### config.mk
export PLATFORM = sky130hd
export DESIGN_NAME = vga_scanout_flat
export DESIGN_NICKNAME = d
export VERILOG_FILES = /design/src/rtl/vga_pkg.sv /design/src/rtl/vga_scanout_if.sv /design/src/rtl/vga_timing.sv /design/src/rtl/vga_scanout.sv /design/src/flat_wrapper.sv
export SDC_FILE = /design/constraint.sdc
export NUM_CORES = 1
export LEC_CHECK = 0
export ABC_AREA = 1
export CAP_MARGIN = 20
export CELL_PAD_IN_SITES_DETAIL_PLACEMENT = 0
export CELL_PAD_IN_SITES_GLOBAL_PLACEMENT = 1
export CORE_AREA = 5 5 122 124
export DETAILED_ROUTE_END_ITERATION = 8
export DIE_AREA = 0 0 127 129
export DONT_BUFFER_PORTS = 1
export GPL_TIMING_DRIVEN = 0
export PLACE_DENSITY_LB_ADDON = 0.15
export SYNTH_ARGS = -nofsm -noshare
export SYNTH_HDL_FRONTEND = slang
export SYNTH_SLANG_ARGS = --single-unit
### constraint.sdc
create_clock -name clk -period 2.4 [get_ports clk]
set_clock_uncertainty 0.1 [all_clocks]
set_input_delay 0.72 -clock clk [delete_from_list [all_inputs] [get_ports clk]]
set_output_delay 0.72 -clock clk [all_outputs]
set_load 0.1 [all_outputs]
### src/rtl/vga_pkg.sv
// Shared timing constants, image geometry and pipeline flag type for the VGA scan-out engine.
package vga_pkg;

  // 640x480 @ 60 Hz horizontal timing, in pixel clocks
  localparam int unsigned HVisible = 640;
  localparam int unsigned HFront   = 16;
  localparam int unsigned HSync    = 96;
  localparam int unsigned HBack    = 48;
  localparam int unsigned HTotal   = HVisible + HFront + HSync + HBack;

  // Vertical timing, in lines
  localparam int unsigned VVisible = 480;
  localparam int unsigned VFront   = 10;
  localparam int unsigned VSync    = 2;
  localparam int unsigned VBack    = 33;
  localparam int unsigned VTotal   = VVisible + VFront + VSync + VBack;

  // Image placement inside the visible area
  localparam int unsigned ImgW = 256;
  localparam int unsigned ImgH = 256;
  localparam int unsigned X0   = 192;
  localparam int unsigned Y0   = 112;

  localparam int unsigned MemLatency = 1;
  localparam int unsigned AddrW      = 32;
  localparam int unsigned PixW       = 8;

  // Per-pixel control flags carried down the delay line alongside the memory read
  typedef struct packed {
    logic frame_start;
    logic window;
    logic visible;
    logic vsync_n;
    logic hsync_n;
  } pix_flags_t;

  localparam pix_flags_t FlagsReset = '{
    frame_start: 1'b0,
    window:      1'b0,
    visible:     1'b0,
    vsync_n:     1'b1,
    hsync_n:     1'b1
  };

  // True when lo <= x < lo + len
  function automatic logic in_range(logic [31:0] x, int unsigned lo, int unsigned len);
    return (x >= lo) && (x < lo + len);
  endfunction

endpackage

### src/rtl/vga_scanout_if.sv
// Memory read port plus video pins of the scan-out engine.
interface vga_scanout_if;
  import vga_pkg::*;

  logic [AddrW-1:0] gpu_address;
  logic [PixW-1:0]  gpu_out;
  logic             gpu_sel;
  logic             sel_request;
  logic [PixW-1:0]  vga_r;
  logic [PixW-1:0]  vga_g;
  logic [PixW-1:0]  vga_b;
  logic             vga_hsync;
  logic             vga_vsync;
  logic             vga_blank_n;
  logic             frame_start;

  modport master (
    output gpu_address, gpu_sel, vga_r, vga_g, vga_b, vga_hsync, vga_vsync, vga_blank_n,
           frame_start,
    input  gpu_out, sel_request
  );

  modport slave (
    input  gpu_address, gpu_sel, vga_r, vga_g, vga_b, vga_hsync, vga_vsync, vga_blank_n,
           frame_start,
    output gpu_out, sel_request
  );

endinterface

### src/rtl/vga_timing.sv
// Horizontal/vertical raster counters and the stage-0 sync, visible and window flags.
module vga_timing
  import vga_pkg::*;
#(
  parameter int unsigned HVis      = HVisible,
  parameter int unsigned HFp       = HFront,
  parameter int unsigned HSw       = HSync,
  parameter int unsigned HBp       = HBack,
  parameter int unsigned VVis      = VVisible,
  parameter int unsigned VFp       = VFront,
  parameter int unsigned VSw       = VSync,
  parameter int unsigned VBp       = VBack,
  parameter int unsigned ImgWidth  = ImgW,
  parameter int unsigned ImgHeight = ImgH,
  parameter int unsigned ImgX0     = X0,
  parameter int unsigned ImgY0     = Y0
) (
  input  logic        clk,
  input  logic        rst,
  output logic [31:0] h_o,
  output logic        line_end_o,
  output logic        img_row_o,
  output logic        pre_img_row_o,
  output logic        frame_end_o,
  output pix_flags_t  flags_o
);

  localparam int unsigned HTot = HVis + HFp + HSw + HBp;
  localparam int unsigned VTot = VVis + VFp + VSw + VBp;
  localparam int unsigned HW   = $clog2(HTot);
  localparam int unsigned VW   = $clog2(VTot);
  // Line on whose last cycle the row base is cleared ahead of the first image line
  localparam int unsigned RowClrLine = (ImgY0 == 0) ? VTot - 1 : ImgY0 - 1;

  logic [HW-1:0] h_q, h_d;
  logic [VW-1:0] v_q, v_d;
  logic [31:0]   v;

  assign h_o           = 32'(h_q);
  assign v             = 32'(v_q);
  assign line_end_o    = (h_o == HTot - 1);
  assign frame_end_o   = line_end_o && (v == VTot - 1);
  assign img_row_o     = in_range(v, ImgY0, ImgHeight);
  assign pre_img_row_o = (v == RowClrLine);

  // Counter advance: h wraps every line, v steps on the h wrap and wraps at frame end
  always_comb begin
    h_d = h_q + 1'b1;
    v_d = v_q;
    if (line_end_o) begin
      h_d = '0;
      v_d = frame_end_o ? '0 : v_q + 1'b1;
    end
  end

  // Raster position register
  always_ff @(posedge clk) begin
    if (rst) begin
      h_q <= '0;
      v_q <= '0;
    end else begin
      h_q <= h_d;
      v_q <= v_d;
    end
  end

  // Stage-0 flags decoded straight from the counters
  always_comb begin
    flags_o             = FlagsReset;
    flags_o.hsync_n     = !in_range(h_o, HVis + HFp, HSw);
    flags_o.vsync_n     = !in_range(v, VVis + VFp, VSw);
    flags_o.visible     = (h_o < HVis) && (v < VVis);
    flags_o.window      = in_range(h_o, ImgX0, ImgWidth) && img_row_o;
    flags_o.frame_start = (h_q == '0) && (v_q == '0);
  end

endmodule

### src/rtl/vga_scanout.sv
// Scan-out top: pixel address generation, flag delay line matched to memory latency,
// registered video pins and frame-synchronous image select.
module vga_scanout
  import vga_pkg::*;
#(
  parameter int unsigned HVis      = HVisible,
  parameter int unsigned HFp       = HFront,
  parameter int unsigned HSw       = HSync,
  parameter int unsigned HBp       = HBack,
  parameter int unsigned VVis      = VVisible,
  parameter int unsigned VFp       = VFront,
  parameter int unsigned VSw       = VSync,
  parameter int unsigned VBp       = VBack,
  parameter int unsigned ImgWidth  = ImgW,
  parameter int unsigned ImgHeight = ImgH,
  parameter int unsigned ImgX0     = X0,
  parameter int unsigned ImgY0     = Y0,
  parameter int unsigned MemLat    = MemLatency
) (
  input logic           clk,
  input logic           rst,
  vga_scanout_if.master bus
);

  // Flags wait one cycle for the address register plus MemLat for the read
  localparam int unsigned Depth = MemLat + 1;

  logic [31:0] h;
  logic        line_end, img_row, pre_img_row, frame_end;
  pix_flags_t  flags_s0;

  logic [AddrW-1:0]         row_base_q, row_base_d;
  logic [AddrW-1:0]         addr_q, addr_d;
  logic                     sel_q, sel_d;
  pix_flags_t [Depth-1:0]   dly_q, dly_d;
  pix_flags_t               out_q, out_d;
  logic [PixW-1:0]          pix_q, pix_d;

  vga_timing #(
    .HVis      (HVis),
    .HFp       (HFp),
    .HSw       (HSw),
    .HBp       (HBp),
    .VVis      (VVis),
    .VFp       (VFp),
    .VSw       (VSw),
    .VBp       (VBp),
    .ImgWidth  (ImgWidth),
    .ImgHeight (ImgHeight),
    .ImgX0     (ImgX0),
    .ImgY0     (ImgY0)
  ) u_timing (
    .clk           (clk),
    .rst           (rst),
    .h_o           (h),
    .line_end_o    (line_end),
    .img_row_o     (img_row),
    .pre_img_row_o (pre_img_row),
    .frame_end_o   (frame_end),
    .flags_o       (flags_s0)
  );

  // Next-state: row base stepping (no multiplier), address, select latch, delay line, pins
  always_comb begin
    row_base_d = row_base_q;
    if (line_end && pre_img_row) begin
      row_base_d = '0;
    end else if (line_end && img_row) begin
      row_base_d = row_base_q + ImgWidth;
    end
    addr_d = flags_s0.window ? row_base_q + (h - ImgX0) : '0;
    // Select only moves as the counters wrap to (0,0) so a frame never mixes images
    sel_d  = frame_end ? bus.sel_request : sel_q;
    dly_d  = {dly_q[Depth-2:0], flags_s0};
    out_d  = dly_q[Depth-1];
    pix_d  = dly_q[Depth-1].window ? bus.gpu_out : '0;
  end

  // Pipeline and output registers
  always_ff @(posedge clk) begin
    if (rst) begin
      row_base_q <= '0;
      addr_q     <= '0;
      sel_q      <= 1'b0;
      dly_q      <= {Depth{FlagsReset}};
      out_q      <= FlagsReset;
      pix_q      <= '0;
    end else begin
      row_base_q <= row_base_d;
      addr_q     <= addr_d;
      sel_q      <= sel_d;
      dly_q      <= dly_d;
      out_q      <= out_d;
      pix_q      <= pix_d;
    end
  end

  assign bus.gpu_address = addr_q;
  assign bus.gpu_sel     = sel_q;
  assign bus.vga_r       = pix_q;
  assign bus.vga_g       = pix_q;
  assign bus.vga_b       = pix_q;
  assign bus.vga_hsync   = out_q.hsync_n;
  assign bus.vga_vsync   = out_q.vsync_n;
  assign bus.vga_blank_n = out_q.visible;
  assign bus.frame_start = out_q.frame_start;

endmodule
### src/flat_wrapper.sv
// flat-port wrapper written by rule: the top's interface ports become plain ports
module vga_scanout_flat import vga_pkg::*;
#(
  parameter int unsigned HVis      = HVisible,
  parameter int unsigned HFp       = HFront,
  parameter int unsigned HSw       = HSync,
  parameter int unsigned HBp       = HBack,
  parameter int unsigned VVis      = VVisible,
  parameter int unsigned VFp       = VFront,
  parameter int unsigned VSw       = VSync,
  parameter int unsigned VBp       = VBack,
  parameter int unsigned ImgWidth  = ImgW,
  parameter int unsigned ImgHeight = ImgH,
  parameter int unsigned ImgX0     = X0,
  parameter int unsigned ImgY0     = Y0,
  parameter int unsigned MemLat    = MemLatency
)
  (clk, rst, bus_gpu_address, bus_gpu_sel, bus_vga_r, bus_vga_g, bus_vga_b, bus_vga_hsync, bus_vga_vsync, bus_vga_blank_n, bus_frame_start, bus_gpu_out, bus_sel_request);
  vga_scanout_if bus_i ();
  input logic clk;
  input logic rst;
  output wire logic [$bits(bus_i.gpu_address)-1:0] bus_gpu_address;
  output wire logic [$bits(bus_i.gpu_sel)-1:0] bus_gpu_sel;
  output wire logic [$bits(bus_i.vga_r)-1:0] bus_vga_r;
  output wire logic [$bits(bus_i.vga_g)-1:0] bus_vga_g;
  output wire logic [$bits(bus_i.vga_b)-1:0] bus_vga_b;
  output wire logic [$bits(bus_i.vga_hsync)-1:0] bus_vga_hsync;
  output wire logic [$bits(bus_i.vga_vsync)-1:0] bus_vga_vsync;
  output wire logic [$bits(bus_i.vga_blank_n)-1:0] bus_vga_blank_n;
  output wire logic [$bits(bus_i.frame_start)-1:0] bus_frame_start;
  input wire logic [$bits(bus_i.gpu_out)-1:0] bus_gpu_out;
  input wire logic [$bits(bus_i.sel_request)-1:0] bus_sel_request;
  assign bus_gpu_address = bus_i.gpu_address;
  assign bus_gpu_sel = bus_i.gpu_sel;
  assign bus_vga_r = bus_i.vga_r;
  assign bus_vga_g = bus_i.vga_g;
  assign bus_vga_b = bus_i.vga_b;
  assign bus_vga_hsync = bus_i.vga_hsync;
  assign bus_vga_vsync = bus_i.vga_vsync;
  assign bus_vga_blank_n = bus_i.vga_blank_n;
  assign bus_frame_start = bus_i.frame_start;
  assign bus_i.gpu_out = bus_gpu_out;
  assign bus_i.sel_request = bus_sel_request;
  vga_scanout #(.HVis(HVis), .HFp(HFp), .HSw(HSw), .HBp(HBp), .VVis(VVis), .VFp(VFp), .VSw(VSw), .VBp(VBp), .ImgWidth(ImgWidth), .ImgHeight(ImgHeight), .ImgX0(ImgX0), .ImgY0(ImgY0), .MemLat(MemLat)) u_core (.clk(clk), .rst(rst), .bus(bus_i));
endmodule
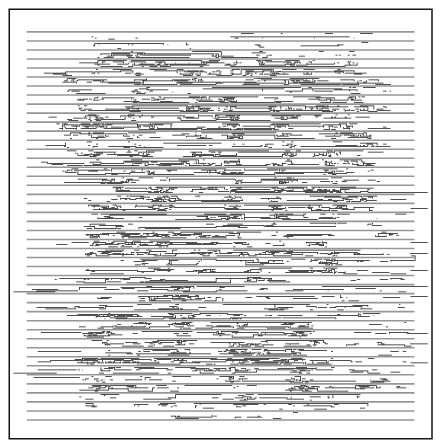
Figure 1: M1 wires.
Supply wires on this layer in grey.
longest straight run	52.4 um
nets with wire on the layer	805
final wirelength: 15200 um
routed vias: 5198
met1 usage: 0.262

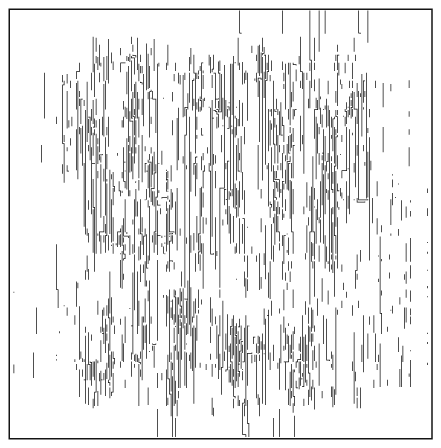
Figure 2: M2 wires.
nets with wire on the layer	669
longest straight run	62.6 um
wire length on this layer	6640 um
share of all routed wire	44%
main direction	vertical
M2 GR Usage: 0.290

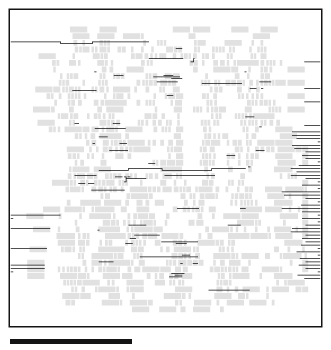
Figure 3: the metal 3 layer.
Bar = 50 um. Cells faint in the background.
nets with wire on the layer	99
wire length on this layer	851 um
longest straight run	23.5 um
met3 Use GR: 0.0349

==> results.ini <==
[run_status]
status = finished, final reports clean

[placement]
io_buffers = 0
dpl_worst_slack_ns = -0.410

[final_layout]
largest_reg_flops = 32
lay_top_cells = 189 x nand2_1, 111 x nor2_1, 101 x inv_1
area_growth_pct = 14.0

[pwr]
peakVddDrop_v = 0.000271
pwr.group.clock_w = 0.00154
power_density_nw_per_um2 = 521
intPower_w = 0.00254

[clock_network]
clk_pin_slew_worst_paths_ns = 0.07
cts_inserted_buffers = 9

[yosys]
yosys-top-cells-count = 195 x nand2_1, 114 x nor2_1, 103 x inv_1, 99 x dfxtp_1, 62 x nand3_1
yosysMostFrequentCell = nand2_1
area_leaders = dfxtp_1 36%, nand2_1 13%, nor2_1 7.8%, inv_1 7.1%, nand3_1 5.7%
ys_sh_adder = 0.0265
yosysTopAreaCellShare = 0.362

[global_routing]
overflow = 0

[die]
std_cell_rows = 43
die_w_um = 127

[setup_path]
crit_chain = ha_4 > inv_2 > buf_8 > nand2_1 > nand2_2 > ha_4 > inv_1 > fa_2 > inv_4 > nand3_1 > nand2_2 > a21oi_1 > o21ai_0 > a21oi_1
rr_endpoint = u_core.bus.gpu_address[22]
path_depth = 14

[min_path]
hp-class = flop to flop

[timing]
worst_pin_slew_ns = 0.974

